==> src/rtl/ttt_pkg.sv <==
// Shared definitions for the tic-tac-toe turn sequencer, board logic and debug display.
package ttt_pkg;

    localparam int unsigned StateWidth = 3;

    // Fixed state encoding; other blocks decode these values directly.
    typedef enum logic [StateWidth-1:0] {
        Idle   = 3'd0,
        P1Move = 3'd1,
        WaitP2 = 3'd2,
        P2Move = 3'd3,
        Done   = 3'd4
    } ttt_state_e;

    localparam logic [StateWidth-1:0] StIdleEnc   = 3'd0;
    localparam logic [StateWidth-1:0] StP1MoveEnc = 3'd1;
    localparam logic [StateWidth-1:0] StWaitP2Enc = 3'd2;
    localparam logic [StateWidth-1:0] StP2MoveEnc = 3'd3;
    localparam logic [StateWidth-1:0] StDoneEnc   = 3'd4;

    // True in the terminal state, where every input except reset is ignored.
    function automatic logic is_terminal(input ttt_state_e st);
        return st == Done;
    endfunction

endpackage

==> src/rtl/ttt_turn_fsm.sv <==
// Turn sequencer: alternates move strobes between two players, re-arms a player
// after an illegal move, and freezes once the game is won or the board is full.
module ttt_turn_fsm
    import ttt_pkg::*;
(
    input  logic clk,
    input  logic reset,     // synchronous, active-low
    input  logic play1,
    input  logic play2,
    input  logic ill_move,
    input  logic no_space,
    input  logic win,
    output logic p1_play,
    output logic p2_play
);

    ttt_state_e state_q, state_d;

    // Next-state: game-over conditions outrank every per-state rule.
    always_comb begin
        state_d = state_q;
        if (!is_terminal(state_q) && (win || no_space)) begin
            state_d = Done;
        end else begin
            case (state_q)
                Idle:    if (play1) state_d = P1Move;
                P1Move:  state_d = ill_move ? Idle : WaitP2;
                WaitP2:  if (play2) state_d = P2Move;
                P2Move:  state_d = ill_move ? WaitP2 : Idle;
                Done:    state_d = Done;
                default: state_d = Idle;
            endcase
        end
    end

    // State register with synchronous active-low reset.
    always_ff @(posedge clk) begin
        if (!reset) begin
            state_q <= Idle;
        end else begin
            state_q <= state_d;
        end
    end

    // Moore outputs: one-cycle write strobes decoded from the state register.
    assign p1_play = (state_q == P1Move);
    assign p2_play = (state_q == P2Move);

endmodule

==> config.mk <==
export PLATFORM = sky130hd
export DESIGN_NAME = ttt_turn_fsm
export DESIGN_NICKNAME = d
export VERILOG_FILES = /design/src/rtl/ttt_pkg.sv /design/src/rtl/ttt_turn_fsm.sv
export SDC_FILE = /design/constraint.sdc
export NUM_CORES = 1
export LEC_CHECK = 0
export CORE_AREA = 2 2 39 41
export DETAILED_ROUTE_END_ITERATION = 16
export DIE_AREA = 0 0 41 43
export PLACE_DENSITY = 0.36
export SYNTH_ARGS = -nofsm -noshare
export SYNTH_HDL_FRONTEND = slang
export SYNTH_SLANG_ARGS = --single-unit
==> constraint.sdc <==
create_clock -name clk -period 1.23 [get_ports clk]
set_clock_uncertainty 0.2 [all_clocks]
set_input_delay 0.123 -clock clk [delete_from_list [all_inputs] [get_ports clk]]
set_output_delay 0.123 -clock clk [all_outputs]
set_load 0.02 [all_outputs]
==> metrics.cfg, run 1 <==
[clocking]
cts_setup_buffers=0
numCtsBuffers=3
holdBufCountCts=0
cts_max_path_buffers=2
clk_pin_slew_worst_paths_ns=0.04
htree_levels=1

[synthesis]
yosys.cell_types.count=10
ys_warn_count=0
syn_area_um2=146
synth.avg_cell_area_um2=11.3
synth-seq-cells=3
postSynthSeqShare_pct=41.0
ys_cells=13
fp_nets=20

[final_timing]
hold_ws_ns=0.244
worst-slew-pin-transition_ns=0.176
drv_slew=0
timing.final.ws_setup_ns=-0.116
rsz0062_at_grt=true
slew_headroom_pct=87.9
finalClockPeriodUsage_pct=109
setup_viol=4
max_freq_mhz=743
period_minus_slack_ns=1.35
hold_viol_final=0

[worst_setup_path]
cp_cell_sequence=buf_6, or4b_4, nor3_2
crit_buf_inv=1
crit_family=simple AND/OR/NAND/NOR gates
rr_startpoint=state_q[2]$_SDFFE_PN0P_
worst_ep_arrival_time_ns=1.32
crit_fanout=3
cp_slowest_stage_delay_ns=0.54
crit_type=reg -> reg
path_depth=3
cp_data_required_time_ns=1.20
crit_slowest_cell=or4b_4
timing.rr.end=state_q[0]$_SDFFE_PP0P_
crit_path_end_kind=register
crit_start=state_q[2]$_SDFFE_PN0P_
r2r_slack_ns=-0.12
r2r_cells=3
cp-endpoint=state_q[0]$_SDFFE_PP0P_

[die]
die_h_um=43
ioPinCount=9
chip_area_um2=1760

[global_route]
grt_antenna_before_repair=0
grt_max_degree=5
grt_pass1_vias=172
gr-total-overflow=0
grt_pass1_wl_um=669

[placement]
place_inst=41
gp_congestion=0.549
post-dp-hpwl_um=275

[power]
vdd_drop_max_mv=0.431
cellPowerDensity_nw_per_um2=1050
leakagePower_nw=0.123

[route]
dr.first_iter.drc_count=2
wl_um=401
antenna_left=0
vias_per_cell=3.47
drcViolationCount=0

[run_status]
violations=negative setup slack
status=finished, violations left

[final_layout]
mostFrequentLayoutCells=6 x clkdlybuf4s50_1, 3 x clkbuf_4, 3 x buf_4
layout-drive-gt1-share_pct=51.7
largest_reg_flops=3
diodes=0
finalNonFillerCells=45
num-fill-cells=148
register_area_um2=62.6
area_growth_syn_to_layout_pct=110
combGateArea_um2=88.8
layout.nets=37

[flow_run]
tool_warnings=28
drv_cap=0

[hold_path]
hold_class=in -> reg

[run 1: metal layers]
layer | vias up | part of all wire [%] | track usage, %
met3 | 0 | 16 | 7.85
met2 | 11 | 34 | 6.88
met5 | - | 0 | 0
li1 | 79 | - | -
met1 | 66 | 50 | 7.35
met4 | 0 | 0 | 2.00
[run 1: report_power, final]
group          switching, mW  internal, mW
sequential           0.00266         0.101
clock                 0.0582         0.122
combinational        0.00942        0.0284
total                 0.0703         0.252
[run 1: worst min-delay path by stage]
| stage | from | cells past startpoint | slack, ns | to |
|---|---|---|---|---|
| floorplan | reset | 1 | 0.05 | state_q[2]$_SDFFE_PN0P_ |
| finish | reset | 2 | 0.24 | state_q[2]$_SDFFE_PN0P_ |
| global placement | state_q[0]$_SDFFE_PP0P_ | 2 | 0.34 | state_q[0]$_SDFFE_PP0P_ |
| CTS | reset | 2 | 0.24 | state_q[2]$_SDFFE_PN0P_ |
| global route | reset | 2 | 0.26 | state_q[2]$_SDFFE_PN0P_ |
| detailed placement | state_q[0]$_SDFFE_PP0P_ | 2 | 0.33 | state_q[0]$_SDFFE_PP0P_ |
[run 1: worst register-to-register path, cell delays in order (launching register included)]
cell and delay [ns]:
dfxtp_2 0.32, buf_6 0.11, or4b_4 0.54, nor3_2 0.11
[run 1: area by class of cell]
type                            instances  share of cell area, %
Clock buffer                            4                   8.54
Multi-Input combinational cell         10                   28.9
Sequential cell                         3                   20.3
Tap cell                               16                   6.50
Timing Repair Buffer                   12                   35.8
[run 1: logic make-up after synthesis]
group	after synthesis	share of synthesized area, %
and+or+nand+nor	7	40.2
xor gates and xnor gates	1	5.98
AOI/OAI and AO/OA	1	5.98
muxes	1	6.84
DFF	3	41.0
[run 1: metrics by stage]
stage | total power [mW] | utilization, % | worst slack, ns | area, µm² | TNS, ns
after CTS | 0.329 | 22.2 | -0.118 | 308 | -0.306
after floorplan | 0.114 | - | 0.00610 | 146 | 0
after detailed placement | 0.141 | 20.0 | -0.241 | 277 | -0.905
after global routing | 0.342 | 22.2 | -0.181 | 308 | -0.507
final | 0.322 | 22.2 | -0.116 | 308 | -0.288
after global placement | 0.141 | 20.0 | -0.228 | 277 | -0.878
[run 1: what timing repair did]
item | 4_1_cts | 5_1_grt
pin swaps | 1 | 0
gates resized | 15 | 0
setup endpoints to repair | 4 | 4
endpoints found under the hold margin | 0 | 0
gates cloned | 0 | 0
[run 1: synthesized netlist by cell type]
cell     instances  area (µm²)
nor2_1           1        3.75
mux2i_1          1        10.0
and3b_2          1        10.0
dfxtp_1          3        60.1
or4b_4           1        13.8
nor3_2           1        10.0
nor2b_1          1        6.26
nor3b_1          2        15.0
xnor2_1          1        8.76
o31a_1           1        8.76
**Run 1: clock distribution**

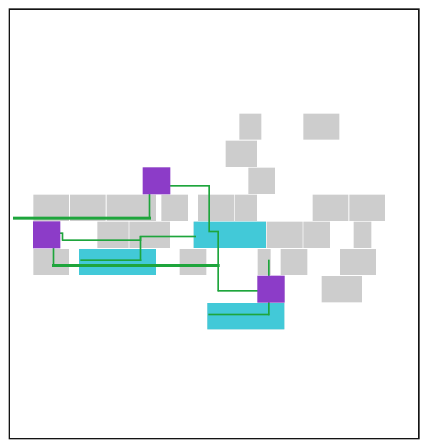
- cyan: flip-flops (count 3)
- green: clock wires (length 92.9 µm)
- purple: clock drivers (count 3)
- routed clock nets: 4

**Run 1: metal layers overlaid**

Scale bar: 10 µm.
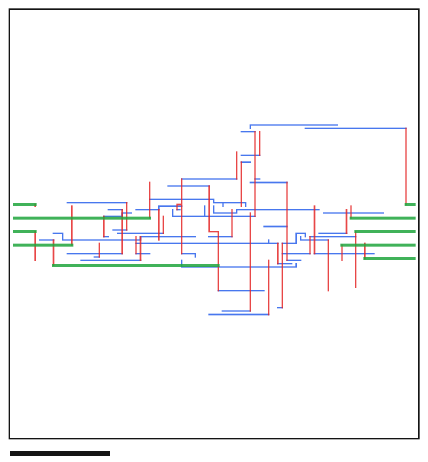
- blue: metal 1 (wire length 200 µm)
- green: metal 3 (wire length 65.2 µm)
- red: metal 2 (wire length 136 µm)
routed via count: 156
DR WL/cell: 8.91 µm
All-Layer GR Usage: 6.31%

**Run 1: placement by cell class**

Fill, decap, tap and diode cells in grey.
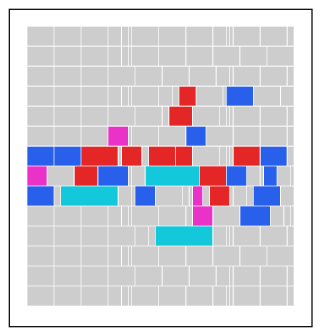
- blue: remaining buffers and delay cells (cells 12; share of their area 38%)
- magenta: clock drivers and dummy loads (cells 4; share of their area 9.1%)
- red: combinational and other logic (cells 10; share of their area 31%)
- cyan: sequential cells (cells 3; share of their area 22%)
row count: 14
fin area: 308 µm²

==> run 1 -> run 2 <==
SKIP_CTS_REPAIR_TIMING = 1   (was unset)
**Run 2: placement by cell class**

Fill, decap, tap and diode cells in grey.
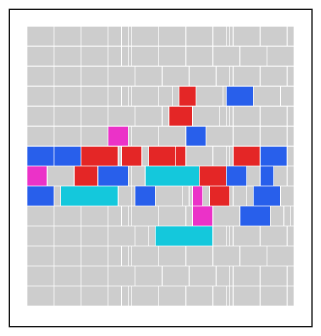
- magenta: clock drivers and dummy loads (cells 4; share of their area 9.2%)
- blue: remaining buffers and delay cells (cells 12; share of their area 39%)
- red: combinational and other logic (cells 10; share of their area 30%)
- cyan: sequential cells (cells 3; share of their area 22%)
Seq area share: 20.5%
fin area: 305 µm²
core area: 1380 µm²
Final Util: 22.1%

**Run 2: port wiring**

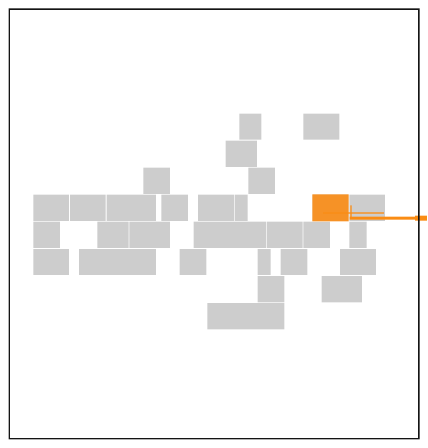
- orange: play2 (bits 1; direction input; end cells 1; buffers 1; wire 13.5 µm)

==> run 2 against run 1 <==
Effect of this change:
- final area fell by 0.81%
- via count rose by 0.64%
- hold slack barely moved
- clock power barely moved
- highest routed layer unchanged
- final cell count did not move
- synthesized cell count did not move
- wire length fell by 0.75%
- critical path type unchanged
- worst setup slack got worse by 0.0088 ns
- count of clock-buffer cells in the layout did not move
- sequential cell count did not move
- the run still ends with negative setup slack left
==> metrics.cfg, run 2 <==
[final_timing]
rsz0062_at_grt=true
max_freq_mhz=738  ; -0.65%
timing.final.ws_setup_ns=-0.125  ; -0.00876 ns
slew_headroom_pct=88.0  ; about the same
drv_slew=0  ; unchanged
period_minus_slack_ns=1.35  ; +0.00876 ns
hold_viol_final=0  ; unchanged
hold_ws_ns=0.244  ; -0.000108 ns
finalSetupTns_ns=-0.301  ; -0.0128 ns
setup_viol=4  ; unchanged
worst-slew-pin-transition_ns=0.175  ; -0.00112 ns
finalClockPeriodUsage_pct=110  ; +0.71 points

[die]
chip_area_um2=1760  ; unchanged
die_w_um=41
initCoreUtil_pct=10.6
ioPinCount=9  ; unchanged
die_h_um=43  ; unchanged
row_count=14  ; unchanged

[synthesis]
synthMostInstantiatedCell=dfxtp_1
synthArstFlopShare_pct=0  ; unchanged
synth.avg_cell_area_um2=11.3  ; unchanged
ys_area_um2=146
yosys.area.top_type=dfxtp_1
yosys.cell_types.count=10  ; unchanged
ys_cells=13  ; unchanged
syn_inst=13
syn_area_um2=146  ; unchanged
postSynthSeqShare_pct=41.0  ; unchanged
fp_nets=20  ; unchanged
ff_type=dfxtp_1
yosys-top-cells-count=3 x dfxtp_1, 2 x nor3b_1
synth-seq-cells=3  ; unchanged
enable_flop_cells=0  ; unchanged
synth_top_area_share_pct=41.0  ; unchanged
top_cells_by_area=dfxtp_1 41%, nor3b_1 10%, or4b_4 9.4%
ys_warn_count=0  ; unchanged

[worst_setup_path]
cp_data_required_time_ns=1.20  ; about the same
cp-start-kind=register
crit_fanout=3  ; unchanged
crit_path_end_kind=register
crit_type=reg -> reg
worst_ep_arrival_time_ns=1.32  ; about the same

[run_status]
status=finished, violations left
violations=negative setup slack

[global_route]
grt.busiest_layer=met3
use_met3_pct=7.85  ; unchanged
grt_antenna_before_repair=0  ; unchanged
grt_usage_pct=6.31  ; unchanged
grt_max_degree=5  ; unchanged
gr-total-overflow=0  ; unchanged
use_met1_pct=7.35  ; unchanged
grt_pass1_vias=173  ; +0.58%
grt_pass1_wl_um=669  ; unchanged
grt_util_met2_pct=6.88  ; unchanged

[final_layout]
top_regs=state_q: 3 flops
regMostFlops=state_q
mostFrequentLayoutCells=6 x clkdlybuf4s50_1, 3 x clkbuf_4, 3 x buf_4
largest_reg_flops=3  ; unchanged
area_growth_syn_to_layout_pct=109
diodes=0  ; unchanged
final_common_cell=clkdlybuf4s50_1
layout.nets=37  ; unchanged
layout-drive-gt1-share_pct=48.3  ; -3.4 points

[route]
vias_per_cell=3.49  ; +0.64%
wl_per_cell_um=8.84  ; -0.75%
drcViolationCount=0  ; unchanged
dr.first_iter.drc_count=5  ; +3
wl_um=398  ; -0.75%
drt-pass1-iter-count=2
num_vias=157  ; +0.64%
antenna_left=0  ; unchanged

[placement]
port_buffers=8
gp_congestion=0.549  ; unchanged
post-dp-hpwl_um=275  ; unchanged

[clocking]
cts.sinks=3
root_buffer=clkbuf_4
clk_pin_slew_worst_paths_ns=0.04  ; about the same
numCtsBuffers=3  ; unchanged
tritoncts=done
cts_max_path_buffers=2  ; unchanged
htree_levels=1  ; unchanged
clk-insertion-delay-late_ns=0.24

[power]
vdd_drop_max_mv=0.437  ; +1.5%
leakagePower_nw=0.123  ; +0.15%
cellPowerDensity_nw_per_um2=1050  ; +0.66%

[hold_path]
hold_class=in -> reg

[flow_run]
tool_warnings=27  ; -3.6%
drv_cap=0  ; unchanged

==> run 2: cell counts after synthesis <==
Identical to the previous run, type by type.
==> run 2: cell families after synthesis <==
kind of cell / synth area share (%)
mux: 6.84
compound gates: 5.98
flops: 41.0
xor+xnor: 5.98
simple gates: 40.2
==> run 2: area by class of cell <==
type	count	area, µm²
Clock buffer	4	26.3
Fill cell	147	1080
Tap cell	16	20.0
Sequential cell	3	62.6
Timing Repair Buffer	12	110
Multi-Input combinational cell	10	86.3
==> run 2: metrics by stage <==
stage	cells	setup slack, ns	instance area, µm²	power [mW]
5_1_grt	45	-0.173	305	0.342
6_report	45	-0.125	305	0.322
3_3_place_gp	41	-0.228	277	0.141
2_1_floorplan	13	0.00610	146	0.114
4_1_cts	45	-0.514	303	0.327
3_5_place_dp	41	-0.241	277	0.141
==> run 2: per-layer routing <==
metal | vias to the layer above | share of wire (%)
met2 | 11 | 34
met3 | 0 | 16
met5 | - | 0
met4 | 0 | 0
met1 | 67 | 49
li1 | 79 | -
==> run 2: report_power, final <==
part | internal (mW) | switching, mW
combinational | 0.0283 | 0.00913
sequential | 0.101 | 0.00267
clock | 0.122 | 0.0580
==> run 2: final timing paths <==
check,start,endpoint,slack (ns),cells past startpoint
max,state_q[2]$_SDFFE_PN0P_,state_q[1]$_SDFFE_PP0P_,-0.12,3
min,reset,state_q[2]$_SDFFE_PN0P_,0.24,2
max reg2reg,state_q[2]$_SDFFE_PN0P_,state_q[1]$_SDFFE_PP0P_,-0.12,3
min reg2reg,state_q[0]$_SDFFE_PP0P_,state_q[0]$_SDFFE_PP0P_,0.33,2
==> run 2: worst max-delay path, stage by stage (launching register included) <==
cell     delay [ns]
dfxtp_2        0.32
buf_6          0.11
or4b_4         0.53
nor2_1         0.12
Power figures rest on the tool's default switching activity, not on a simulated workload.
